power_grid.png
The bar under the picture is 20 um long. Pins as bars on the die edge.
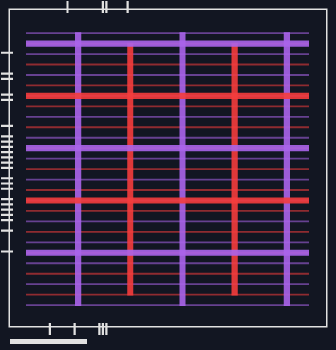
placement_by_type.png
Fill, decap, tap and diode cells in grey.
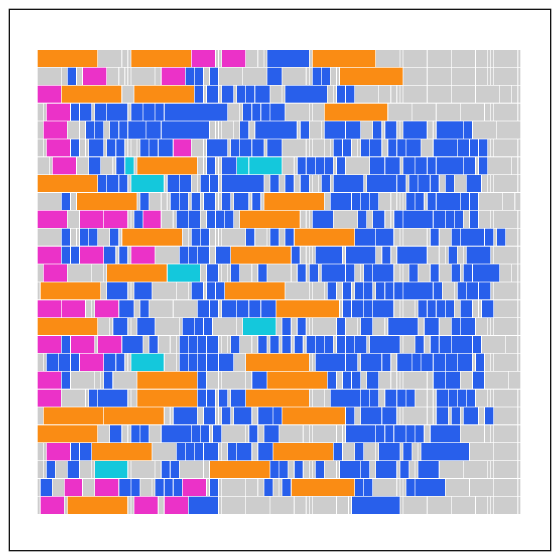
### src/rtl/cmp_search_pkg.sv
// Shared types and sizing helpers for the comparator-driven binary search controller.
package cmp_search_pkg;

  // Default operand width of the comparator interface.
  parameter int unsigned DefaultWidth = 8;

  // Controller states.
  typedef enum logic [1:0] {
    StIdle,
    StProbe,
    StDone
  } state_t;

  // Step counter width: must hold the worst case of width+1 probes.
  function automatic int unsigned calc_step_w(input int unsigned width);
    return $clog2(width + 2);
  endfunction

endpackage

### src/rtl/cmp_search_ctrl.sv
// Binary-search initiator: drives a probe into an external relational comparator
// and narrows [lo, hi] on the returned EQ/GT/LT flags until the target is found.
module cmp_search_ctrl
  import cmp_search_pkg::*;
#(
  parameter int unsigned WIDTH = DefaultWidth,
  localparam int unsigned STEP_W = calc_step_w(WIDTH)
) (
  input  logic              clk,
  input  logic              rst_n,
  input  logic              start_i,
  output logic [WIDTH-1:0]  probe_o,
  output logic              probe_valid_o,
  input  logic              cmp_valid_i,
  input  logic              eq_i,
  input  logic              gt_i,
  input  logic              lt_i,
  output logic              busy_o,
  output logic              done_o,
  output logic              found_o,
  output logic              err_o,
  output logic [WIDTH-1:0]  result_o,
  output logic [STEP_W-1:0] steps_o
);

  localparam logic [WIDTH-1:0]  One     = WIDTH'(1);
  localparam logic [STEP_W-1:0] StepOne = STEP_W'(1);

  state_t             state_q, state_d;
  logic [WIDTH-1:0]   lo_q, lo_d;
  logic [WIDTH-1:0]   hi_q, hi_d;
  logic [WIDTH-1:0]   result_q, result_d;
  logic [STEP_W-1:0]  steps_q, steps_d;
  logic               found_q, found_d;
  logic               err_q, err_d;
  logic               busy_q, busy_d;
  logic               done_q, done_d;
  logic               pvalid_q, pvalid_d;
  logic [WIDTH-1:0]   mid;
  logic               flags_onehot;

  // Midpoint of [lo, hi]; lo <= hi always holds, so hi - lo and the sum cannot wrap.
  assign mid          = lo_q + ((hi_q - lo_q) >> 1);
  assign flags_onehot = $onehot({eq_i, gt_i, lt_i});

  assign probe_o       = pvalid_q ? mid : '0;
  assign probe_valid_o = pvalid_q;
  assign busy_o        = busy_q;
  assign done_o        = done_q;
  assign found_o       = found_q;
  assign err_o         = err_q;
  assign result_o      = result_q;
  assign steps_o       = steps_q;

  // Next-state logic: search window update and result capture on each response.
  always_comb begin
    state_d  = state_q;
    lo_d     = lo_q;
    hi_d     = hi_q;
    result_d = result_q;
    steps_d  = steps_q;
    found_d  = found_q;
    err_d    = err_q;
    unique case (state_q)
      StIdle: begin
        if (start_i) begin
          lo_d    = '0;
          hi_d    = '1;
          steps_d = '0;
          found_d = 1'b0;
          err_d   = 1'b0;
          state_d = StProbe;
        end
      end
      StProbe: begin
        if (cmp_valid_i) begin
          if (steps_q != '1) steps_d = steps_q + StepOne;
          result_d = mid;
          if (!flags_onehot) begin
            err_d   = 1'b1;
            state_d = StDone;
          end else if (eq_i) begin
            found_d = 1'b1;
            state_d = StDone;
          end else if (gt_i) begin
            if (mid == hi_q) state_d = StDone;
            else             lo_d    = mid + One;
          end else begin
            if (mid == lo_q) state_d = StDone;
            else             hi_d    = mid - One;
          end
        end
      end
      StDone: state_d = StIdle;
      default: state_d = StIdle;
    endcase
    busy_d   = (state_d == StProbe);
    pvalid_d = (state_d == StProbe);
    done_d   = (state_d == StDone);
  end

  // State and output registers; reset aborts any search without a done pulse.
  always_ff @(posedge clk or negedge rst_n) begin
    if (!rst_n) begin
      state_q  <= StIdle;
      lo_q     <= '0;
      hi_q     <= '1;
      result_q <= '0;
      steps_q  <= '0;
      found_q  <= 1'b0;
      err_q    <= 1'b0;
      busy_q   <= 1'b0;
      done_q   <= 1'b0;
      pvalid_q <= 1'b0;
    end else begin
      state_q  <= state_d;
      lo_q     <= lo_d;
      hi_q     <= hi_d;
      result_q <= result_d;
      steps_q  <= steps_d;
      found_q  <= found_d;
      err_q    <= err_d;
      busy_q   <= busy_d;
      done_q   <= done_d;
      pvalid_q <= pvalid_d;
    end
  end

endmodule

### config.mk
export PLATFORM = sky130hd
export DESIGN_NAME = cmp_search_ctrl
export DESIGN_NICKNAME = d
export VERILOG_FILES = /design/src/rtl/cmp_search_pkg.sv /design/src/rtl/cmp_search_ctrl.sv
export SDC_FILE = /design/constraint.sdc
export NUM_CORES = 1
export LEC_CHECK = 0
export ABC_AREA = 1
export ABC_CLOCK_PERIOD_IN_PS = 5060
export CAP_MARGIN = 10
export CORE_MARGIN = 4
export CORE_UTILIZATION = 53
export DETAILED_ROUTE_END_ITERATION = 16
export PLACE_DENSITY = 0.76
export SLEW_MARGIN = 20
export SYNTH_ARGS = -nofsm -noshare
export SYNTH_HDL_FRONTEND = slang
export SYNTH_SLANG_ARGS = --single-unit
### constraint.sdc
create_clock -name clk -period 5.06 [get_ports clk]
set_input_delay 1.012 -clock clk [delete_from_list [all_inputs] [get_ports clk]]
set_output_delay 1.012 -clock clk [all_outputs]
set_load 0.02 [all_outputs]
==> flow_summary.yaml <==
# synthesis and place-and-route metrics
status:
  status: "completed"
logic_synthesis:
  ys_area_sq_mm: 0.00292
  ys_sh_adder_pct: 8.92
  synthDistinctLibCells: 37
  avgSynthCellArea_sq_um: 7.01
  synth-edff-count: 0
  simple_gate_area_share_pct: 40.7
routing:
  wl_mm: 6.89
  top_layer_used: "met4"
global_route:
  grt_pass1_wl_mm: 11.9
  grtUsageMet1_pct: 29.5
  overflow: 0
critical_path:
  crit_type: "reg2out"
sta:
  hold_slack_ps: 480
  clock_skew_ps: 6.19
floorplan:
  fp_util_pct: 56.0
finish:
  drive_gt1_share_pct: 12.6
cts:
  cts_buffers: 5
  cts.repair.resized: 0
-- power_grid.png (at the start) --
purple -> VSS
red -> VDD
met1 rails = 27
rows = 26
met5 straps = 5
core area: 0.00520 sq mm
vertical die size: 82.2 um
Die W: 82.2 um

-- placement_by_type.png (at the start) --
orange -> flops  # cells 34, share of their area 26%
cyan -> clock drivers and dummy loads  # cells 8, share of their area 2.8%
blue -> combinational and other logic  # cells 376, share of their area 61%
magenta -> other buffers and delay cells  # cells 34, share of their area 10%
# rows: 26
Seq area share: 25.4%
Final Cell Area: 0.00339 sq mm

flip-flops by register name (all words and copies together) (netlist names):
register and flops:
lo_q 8, err_o 1, probe_valid_o 1, found_o 1, result_o 8, state_q 2
done_o 1, steps_o 4, hi_q 8
path summary, 6_finish.rpt:
check | from | cells past startpoint | to
setup reg to reg | hi_q[2]$_DFFE_PN1P_ | 24 | hi_q[0]$_DFFE_PN1P_
min in group asynchronous | rst_n | 2 | steps_o[2]$_DFFE_PN0P_
hold reg to reg | hi_q[7]$_DFFE_PN1P_ | 2 | hi_q[7]$_DFFE_PN1P_
setup / recovery | hi_q[1]$_DFFE_PN1P_ | 14 | probe_o[6]
hold / removal | hi_q[7]$_DFFE_PN1P_ | 2 | hi_q[7]$_DFFE_PN1P_
max in group asynchronous | rst_n | 2 | hi_q[7]$_DFFE_PN1P_
critical path, stage by stage, from the launching register on:
cell,delay [ps]
dfstp_2,560
inv_1,60
fa_1,430
o21ai_0,300
nand2_1,90
nand2_1,70
a21oi_1,70
xnor2_1,130
ha_1,360
a21oi_1,300
nand2_2,100
nand2_2,80
nand2_2,120
nor2_1,120
clkdlybuf4s50_1,620
cell type report:
class | count | area [sq um]
clock buffers | 7 | 86.3
clock inverters | 1 | 5.00
fillers | 466 | 1810
inverters | 57 | 215
multi-input cells | 319 | 1800
flip-flops and latches | 34 | 861
well taps | 70 | 87.6
repair buffers | 34 | 335
through the flow:
| step | cells | util [%] | setup WS [ps] |
|---|---|---|---|
| after floorplan | 416 | - | 1160 |
| after global placement | 514 | 63.4 | 640 |
| after detailed placement | 514 | 63.4 | 559 |
| after CTS | 522 | 65.1 | 222 |
| after global routing | 522 | 65.2 | 46.2 |
| final | 522 | 65.2 | 339 |
